### src/rtl/vga_pkg.sv
// Shared VGA scan-out definitions: default 640x480@60 timing, RGB444 colour type
// and the colour-bar test pattern table.
package vga_pkg;

  localparam int H_VIS_DEF  = 640;
  localparam int H_FP_DEF   = 16;
  localparam int H_SYNC_DEF = 96;
  localparam int H_BP_DEF   = 48;
  localparam int V_VIS_DEF  = 480;
  localparam int V_FP_DEF   = 10;
  localparam int V_SYNC_DEF = 2;
  localparam int V_BP_DEF   = 33;

  localparam int H_TOTAL = H_VIS_DEF + H_FP_DEF + H_SYNC_DEF + H_BP_DEF;
  localparam int V_TOTAL = V_VIS_DEF + V_FP_DEF + V_SYNC_DEF + V_BP_DEF;
  localparam int FB_LAST = H_VIS_DEF * V_VIS_DEF - 1;

  // Counters are wide enough for totals up to 2047 and always expose h[9:7] for bars.
  localparam int CNT_W  = 11;
  localparam int ADDR_W = 19;

  typedef struct packed {
    logic [3:0] r;
    logic [3:0] g;
    logic [3:0] b;
  } rgb444_t;

  localparam rgb444_t BLACK = 12'h000;

  function automatic rgb444_t bar_colour(input logic [2:0] idx);
    rgb444_t c;
    case (idx)
      3'd0:    c = 12'hFFF;
      3'd1:    c = 12'hFF0;
      3'd2:    c = 12'h0FF;
      3'd3:    c = 12'h0F0;
      3'd4:    c = 12'hF0F;
      default: c = 12'h000;
    endcase
    return c;
  endfunction

endpackage

### src/rtl/vga_timing.sv
// Pixel-tick divider and h/v raster counters with visible, sync and frame-wrap
// decodes for the current (h,v) slot.
module vga_timing
  import vga_pkg::*;
#(
  parameter int H_VIS  = H_VIS_DEF,
  parameter int H_FP   = H_FP_DEF,
  parameter int H_SYNC = H_SYNC_DEF,
  parameter int H_BP   = H_BP_DEF,
  parameter int V_VIS  = V_VIS_DEF,
  parameter int V_FP   = V_FP_DEF,
  parameter int V_SYNC = V_SYNC_DEF,
  parameter int V_BP   = V_BP_DEF
) (
  input  logic             i_clk,
  input  logic             i_rst,
  output logic             o_tick,
  output logic [CNT_W-1:0] o_h,
  output logic [CNT_W-1:0] o_v,
  output logic             o_visible,
  output logic             o_hsync_n,
  output logic             o_vsync_n,
  output logic             o_frame_wrap
);

  localparam logic [CNT_W-1:0] L_H_VIS   = CNT_W'(H_VIS);
  localparam logic [CNT_W-1:0] L_HS_BEG  = CNT_W'(H_VIS + H_FP);
  localparam logic [CNT_W-1:0] L_HS_END  = CNT_W'(H_VIS + H_FP + H_SYNC);
  localparam logic [CNT_W-1:0] L_H_LAST  = CNT_W'(H_VIS + H_FP + H_SYNC + H_BP - 1);
  localparam logic [CNT_W-1:0] L_V_VIS   = CNT_W'(V_VIS);
  localparam logic [CNT_W-1:0] L_VS_BEG  = CNT_W'(V_VIS + V_FP);
  localparam logic [CNT_W-1:0] L_VS_END  = CNT_W'(V_VIS + V_FP + V_SYNC);
  localparam logic [CNT_W-1:0] L_V_LAST  = CNT_W'(V_VIS + V_FP + V_SYNC + V_BP - 1);

  logic [1:0]       r_div;
  logic [CNT_W-1:0] r_h;
  logic [CNT_W-1:0] r_v;
  logic             w_tick;
  logic             w_h_last;
  logic             w_v_last;

  assign w_tick   = (r_div == 2'd3);
  assign w_h_last = (r_h == L_H_LAST);
  assign w_v_last = (r_v == L_V_LAST);

  // Free-running divide-by-4 pixel clock enable.
  always_ff @(posedge i_clk or posedge i_rst) begin
    if (i_rst) begin
      r_div <= 2'd0;
    end else begin
      r_div <= r_div + 2'd1;
    end
  end

  // Raster position advances once per pixel tick.
  always_ff @(posedge i_clk or posedge i_rst) begin
    if (i_rst) begin
      r_h <= '0;
      r_v <= '0;
    end else if (w_tick) begin
      if (w_h_last) begin
        r_h <= '0;
        r_v <= w_v_last ? '0 : r_v + CNT_W'(1);
      end else begin
        r_h <= r_h + CNT_W'(1);
      end
    end
  end

  assign o_tick       = w_tick;
  assign o_h          = r_h;
  assign o_v          = r_v;
  assign o_visible    = (r_h < L_H_VIS) && (r_v < L_V_VIS);
  assign o_hsync_n    = !((r_h >= L_HS_BEG) && (r_h < L_HS_END));
  assign o_vsync_n    = !((r_v >= L_VS_BEG) && (r_v < L_VS_END));
  assign o_frame_wrap = w_tick && w_h_last && w_v_last;

endmodule

### src/rtl/vga_scanout.sv
// VGA scan-out: framebuffer address generation, per-frame test-pattern select and
// registered colour/sync outputs, one pixel slot behind the raster counters.
module vga_scanout
  import vga_pkg::*;
#(
  parameter int RD_LAT = 1,
  parameter int H_VIS  = H_VIS_DEF,
  parameter int H_FP   = H_FP_DEF,
  parameter int H_SYNC = H_SYNC_DEF,
  parameter int H_BP   = H_BP_DEF,
  parameter int V_VIS  = V_VIS_DEF,
  parameter int V_FP   = V_FP_DEF,
  parameter int V_SYNC = V_SYNC_DEF,
  parameter int V_BP   = V_BP_DEF
) (
  input  logic              CLK100MHZ,
  input  logic              rst,
  input  logic              test_en,
  output logic [ADDR_W-1:0] raddr_vga,
  input  logic [11:0]       rdata_vga,
  output logic [3:0]        VGA_R,
  output logic [3:0]        VGA_G,
  output logic [3:0]        VGA_B,
  output logic              VGA_HS,
  output logic              VGA_VS,
  output logic              frame_start
);

  // Address must be driven a full slot ahead of the sampling tick, so latency > 3 cannot work.
  if ((RD_LAT < 1) || (RD_LAT > 3)) begin : g_bad_rd_lat
    $error("vga_scanout: RD_LAT must be in 1..3");
  end

  localparam logic [ADDR_W-1:0] L_FB_LAST = ADDR_W'(H_VIS * V_VIS - 1);

  logic             w_tick;
  logic [CNT_W-1:0] w_h;
  logic [CNT_W-1:0] w_v;
  logic             w_visible;
  logic             w_hsync_n;
  logic             w_vsync_n;
  logic             w_frame_wrap;
  rgb444_t          w_pix_colour;

  logic [ADDR_W-1:0] r_addr;
  logic              r_test_mode;
  rgb444_t           r_colour;
  logic              r_hs;
  logic              r_vs;
  logic              r_frame_start;

  vga_timing #(
    .H_VIS (H_VIS),  .H_FP (H_FP),  .H_SYNC (H_SYNC),  .H_BP (H_BP),
    .V_VIS (V_VIS),  .V_FP (V_FP),  .V_SYNC (V_SYNC),  .V_BP (V_BP)
  ) u_timing (
    .i_clk        (CLK100MHZ),
    .i_rst        (rst),
    .o_tick       (w_tick),
    .o_h          (w_h),
    .o_v          (w_v),
    .o_visible    (w_visible),
    .o_hsync_n    (w_hsync_n),
    .o_vsync_n    (w_vsync_n),
    .o_frame_wrap (w_frame_wrap)
  );

  // Colour for the current slot: memory or bar when visible, black in blanking.
  always_comb begin
    w_pix_colour = BLACK;
    if (w_visible) begin
      if (r_test_mode) begin
        w_pix_colour = bar_colour(w_h[9:7]);
      end else begin
        w_pix_colour = rgb444_t'(rdata_vga);
      end
    end else begin
      w_pix_colour = BLACK;
    end
  end

  // Blanking holds the address of the next visible pixel; the last pixel is never exceeded.
  always_ff @(posedge CLK100MHZ or posedge rst) begin
    if (rst) begin
      r_addr <= '0;
    end else if (w_tick) begin
      if (w_frame_wrap) begin
        r_addr <= '0;
      end else if (w_visible && (r_addr != L_FB_LAST)) begin
        r_addr <= r_addr + ADDR_W'(1);
      end
    end
  end

  // Test mode only changes between frames so a frame is never half bars.
  always_ff @(posedge CLK100MHZ or posedge rst) begin
    if (rst) begin
      r_test_mode <= 1'b0;
    end else if (w_frame_wrap) begin
      r_test_mode <= test_en;
    end
  end

  // Output stage: colour and sync for the slot just closed, co-registered.
  always_ff @(posedge CLK100MHZ or posedge rst) begin
    if (rst) begin
      r_colour <= BLACK;
      r_hs     <= 1'b1;
      r_vs     <= 1'b1;
    end else if (w_tick) begin
      r_colour <= w_pix_colour;
      r_hs     <= w_hsync_n;
      r_vs     <= w_vsync_n;
    end
  end

  // Single-cycle frame marker following the wrap tick.
  always_ff @(posedge CLK100MHZ or posedge rst) begin
    if (rst) begin
      r_frame_start <= 1'b0;
    end else begin
      r_frame_start <= w_frame_wrap;
    end
  end

  assign raddr_vga   = r_addr;
  assign VGA_R       = r_colour.r;
  assign VGA_G       = r_colour.g;
  assign VGA_B       = r_colour.b;
  assign VGA_HS      = r_hs;
  assign VGA_VS      = r_vs;
  assign frame_start = r_frame_start;

endmodule

### config.mk
export PLATFORM = sky130hd
export DESIGN_NAME = vga_scanout
export DESIGN_NICKNAME = d
export VERILOG_FILES = /design/src/rtl/vga_pkg.sv /design/src/rtl/vga_timing.sv /design/src/rtl/vga_scanout.sv
export SDC_FILE = /design/constraint.sdc
export NUM_CORES = 1
export LEC_CHECK = 0
export ABC_AREA = 1
export CAP_MARGIN = 5
export CORE_MARGIN = 4
export CORE_UTILIZATION = 59
export CTS_CLUSTER_SIZE = 10
export DETAILED_ROUTE_END_ITERATION = 10
export PLACE_DENSITY = 0.85
export SETUP_SLACK_MARGIN = 0.05
export SLEW_MARGIN = 10
export SYNTH_ARGS = -nofsm -noshare
export SYNTH_HDL_FRONTEND = slang
export SYNTH_HIERARCHICAL = 1
export SYNTH_SLANG_ARGS = --single-unit
### constraint.sdc
create_clock -name CLK100MHZ -period 4.41 [get_ports CLK100MHZ]
set_input_delay 0.882 -clock CLK100MHZ [delete_from_list [all_inputs] [get_ports CLK100MHZ]]
set_output_delay 0.882 -clock CLK100MHZ [all_outputs]
set_load 0.05 [all_outputs]
Register map, names as in the netlist:
Other sequential cells in the stronger gray, the rest of the logic in the fainter gray.
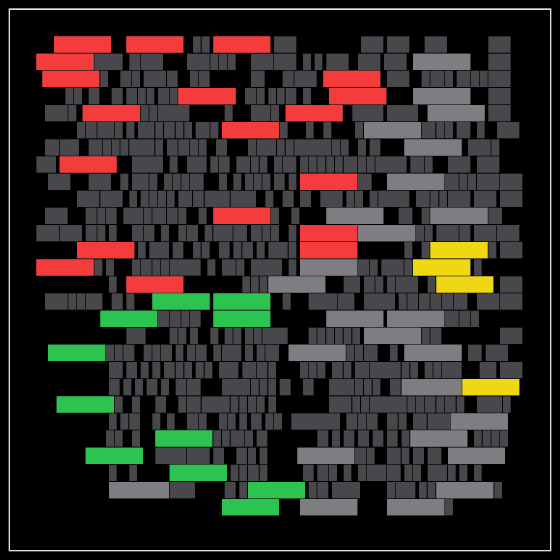
Key: u_timing/o_v = green [flops 11]; VGA_B = yellow [flops 4, where east]; raddr_vga = red [flops 19]
Another 25 sequential cells are not colored.
flip-flop and latch share of the layout cell area: 34.72%
Sequential Area: 1479 µm²

Placement view:
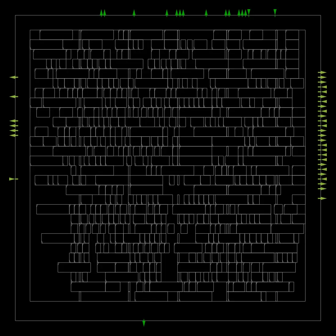
count of standard-cell rows: 28
num tapcells: 75
FILL cells: 469
CORE AREA: 5886 µm²
flop count: 59

Met3 routing:
Scale bar: 20 µm.
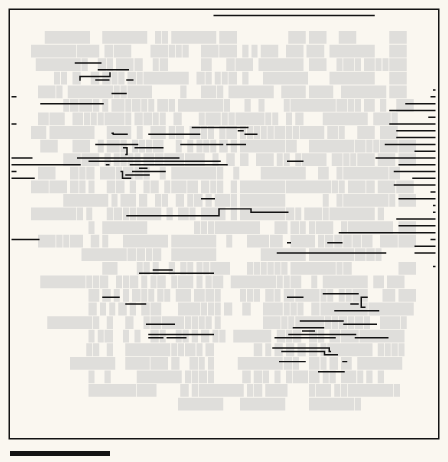
The longest straight run is 32.0 µm. The layer holds 7.0% of the routed length.

==> summary.txt <==
Implementation results

The number of nets at floorplan is 505. The average vias per placed instance is roughly 5.5. The biggest cell delay along the critical path is between 800 and 900 ps. Yosys reported a register bit count of slightly below 60.

Max-cap violations in this run came to 0. The register-to-register setup slack is 1930 ps. After synthesis, the netlist uses 35 different library cells. Before CTS, the worst setup slack after placement is about 2000 ps.

According to the floorplan report, the total die area is 7351 µm². The clock period minus final worst setup slack is approximately 2600 ps. The number of cells upsized or downsized after cts is 0. Entering global routing, the biggest net connects 36 pins. The final number of setup-violating endpoints is 0. The number of nets in the layout is 554.

Dividing the synthesized area by the synthesized cell count gives between 7 and 8 µm². Leaving out fill and tap cells, the most frequent cell in the layout is sky130_fd_sc_hd__nand2_1. The upper clock frequency limit is about 390 MHz.

In this run the remaining antenna-violating nets after routing total 0. Post-synthesis, Yosys gives the total cell area as about 3600 µm². The clock slew seen by the registers of the worst setup and hold paths is approximately 70 ps. The synthesized instance count is about 490. Yosys stat counts approximately 490 cells in the synthesized netlist. Walking the worst path, the cells encountered are clkdlybuf4s50_1. The final total negative setup slack is 0 ps.

The total power after layout is ~1000 µW. According to the timing report, the arrival time at the worst endpoint equals 1690 ps. The endpoint identified for the worst register-to-register timing path is raddr_vga[0]$_DFFE_PP0P_.

The portion of the clock cycle consumed by the worst path in the final layout is about three fifths. The number of cell instances on the worst register-to-register path is 11. By instance count after routing, the leading logic cell types are sky130_fd_sc_hd__nand2_1, sky130_fd_sc_hd__inv_1, sky130_fd_sc_hd__nor2_1. The starting density of the core is between 60% and 70%. In the final report, the number of hold violations comes to 0. The startpoint kind of the worst setup timing path is a flip-flop. The endpoint of the worst hold path is reported as u_timing/r_div[0]$_DFF_PP0_. After clock tree synthesis, the setup repair step added 0 buffers.

The clock tree synthesis step divided the H-tree into 3 levels. The via count is around 3400. Together, buffers and inverters on the worst path number 1. The worst-skew pair later-pin latency is around 340 ps. The number of global-route vias before repair is around 3200.

The width of the die is approximately 86 µm. The final antenna diode tally reported by the flow is 0. Per the detail_route report, DRC violations left total 0. The predominant post-synthesis flop cell is sky130_fd_sc_hd__dfrtp_1. The routed length per instance is about 14 µm. In this run the worst hold path is classified as reg -> reg. Counting the warning lines in the Yosys log gives 6. The flow ran to the end, and the final reports show no timing, DRC or antenna violations.

The number of antenna violations at the first check in global routing came to 0. According to the floorplan report, the die height is ~86 µm. Cells fill between 70% and 80% of the core in the end. The tally of buffers added on design ports is approximately 48. The global-route wire length before repair is around 15 mm. Final hold analysis gives a worst-case slack of approximately 420 ps. Looking at the clock tree report, the maximum root-to-sink buffer count equals 2.

Setup repair after global routing left no endpoint under its margin. Global routing finished with a remaining overflow of 0. The kind of end point of the critical path is a primary output. The share of layout cells above drive strength 1 is between 10% and 20%. The critical-path maximum fanout is 7. The pin slew with the least headroom to its limit is ~900 ps. Per the log, the first TritonRoute iteration ended with a DRC count of between 200 and 250.

The OpenROAD warning count is 27. The post-DP HPWL is roughly 6.3 mm. For this design, the CTS-stage hold fixing added 0 buffers. Looking at the VDD voltage map, the peak drop is approximately 0.00017 V. Per the summary, power density relative to cell area is 236.7 nW/µm².

The total wirelength of the detailed-routed design is between 8 and 9 mm. The startpoint of the most critical register-to-register path is u_timing/o_v[0]$_DFFE_PP0P_. The standard cell with the maximum stage delay on the critical path is sky130_fd_sc_hd__clkdlybuf4s50_1. In this run, synthesis inferred 0 flip-flops with an integrated enable.

Before any placement, the netlist area is recorded as between 3000 and 4000 µm². The growth of design area from synthesis to finish is 19.44%. The worst relative slew slack is between 30% and 40%. Across every metal layer, demand over resource in global routing totals 25.29%.

Grouping stages by cell kind, the critical path spends the most delay in buffers and inverters. The proportion of synthesized flip-flops having asynchronous set or reset is 100.0%. The reported leakage power is about 0.0021 µW. Of the synthesized area, sequential elements account for 41.47%.

The hold path startpoint is u_timing/r_div[0]$_DFF_PP0_. Pins over their slew limit in the final report were tallied at 0. In this run the count of I/O pins placed on the die edge is about 50. The weighted congestion reported at the end of routability-driven placement is approximately 0.9. All stages included, the depth of the critical timing path comes to 1. The cell sitting at the root of the clock tree is a sky130_fd_sc_hd__clkbuf_8. The number of optimization iterations in the first detailed-route pass is 5. Setup slack closes at roughly 1800 ps. TritonCTS built the clock tree. Along the worst hold path, the cell count comes to 1. The required time of the critical path is roughly 3500 ps. Buffers inserted during clock tree synthesis total 9. The total number of clock tree sinks is between 50 and 60. The clock tree skew after final layout is 8.892 ps. In the setup report, the worst path falls into the class reg -> out.
-- area by class of cell --
| class | count | area (µm²) | area share (%) |
|---|---|---|---|
| multi-input cells | 349 | 1764 | 41.42 |
| flip-flops and latches | 59 | 1479 | 34.72 |
| repair buffers | 51 | 503.0 | 11.81 |
| inverters | 64 | 240.2 | 5.640 |
| clock buffers | 11 | 151.4 | 3.555 |
| well taps | 75 | 93.84 | 2.203 |
| clock inverters | 5 | 27.53 | 0.6463 |
-- routing by layer --
layer,vias up,GRT usage [%],part of all wire [%],wire (µm)
met3,15,3.554,7.0,608
met2,146,40.96,49,4220
met1,1579,34.69,43,3720
li1,1662,-,-,-
met5,-,0,0,0
met4,0,9.496,1.5,133
-- power breakdown --
group / leakage (µW) / switching [µW] / total, µW / internal [µW]
Sequential: 0.000725 / 0 / 541 / 541
Combinational: 0.00125 / 12.7 / 24.2 / 11.5
Clock: 0.0000949 / 212 / 442 / 230
Total: 0.00207 / 225 / 1010 / 783
-- state kept, by name, summed over array words and instances, names as in the netlist --
| register | count |
|---|---|
| VGA_VS | 1 |
| u_timing/r_div | 2 |
| VGA_HS | 1 |
| raddr_vga | 19 |
| frame_start | 1 |
| VGA_B | 4 |
| VGA_G | 4 |
| VGA_R | 4 |
| u_timing/o_v | 11 |
| r_test_mode | 1 |
| u_timing/o_h | 11 |
-- metrics by stage --
| step | instance area (µm²) | instances |
|---|---|---|
| 6_report | 4259 | 614 |
| 3_3_place_gp | 4080 | 598 |
| 3_5_place_dp | 4080 | 598 |
| 2_1_floorplan | 3566 | 485 |
| 4_1_cts | 4259 | 614 |
| 5_1_grt | 4259 | 614 |
-- worst max path at each step --
stage | from | end
final | raddr_vga[7]$_DFFE_PP0P_ | raddr_vga[7]
after global routing | u_timing/o_v[0]$_DFFE_PP0P_ | raddr_vga[0]$_DFFE_PP0P_
after floorplan | u_timing/o_v[0]$_DFFE_PP0P_ | raddr_vga[14]$_DFFE_PP0P_
after CTS | raddr_vga[14]$_DFFE_PP0P_ | raddr_vga[14]
after global placement | u_timing/o_v[0]$_DFFE_PP0P_ | raddr_vga[0]$_DFFE_PP0P_
after detailed placement | u_timing/o_v[0]$_DFFE_PP0P_ | raddr_vga[6]$_DFFE_PP0P_
-- synthesized netlist by cell type (7+ instances only) --
cell type                   n  area (µm²)
sky130_fd_sc_hd__dfrtp_1   57        1426
sky130_fd_sc_hd__inv_1     61       229.0
sky130_fd_sc_hd__nand2_1  134       503.0
sky130_fd_sc_hd__nand2_2    7       43.79
sky130_fd_sc_hd__nand3_1   48       240.2
sky130_fd_sc_hd__nand4_1   11       68.82
sky130_fd_sc_hd__nor2_1    59       221.5
sky130_fd_sc_hd__nor3_1    11       55.05
sky130_fd_sc_hd__o21ai_0   12       60.06
sky130_fd_sc_hd__o22ai_1   12       75.07
sky130_fd_sc_hd__xor2_1    11       96.34
-- cell families (layout without fill, tap and decap cells) --
family | after synthesis | after routing | share of synthesized area, %
fa+ha+maj | 5 | 5 | 1.754
xor+xnor | 11 | 11 | 2.702
simple gates | 290 | 290 | 37.16
compound gates | 41 | 41 | 7.088
buf+inv | 77 | 131 | 9.193
flops | 59 | 59 | 41.47
mux | 2 | 2 | 0.6315
No activity file was given, so power comes from the tool's default toggle rates.
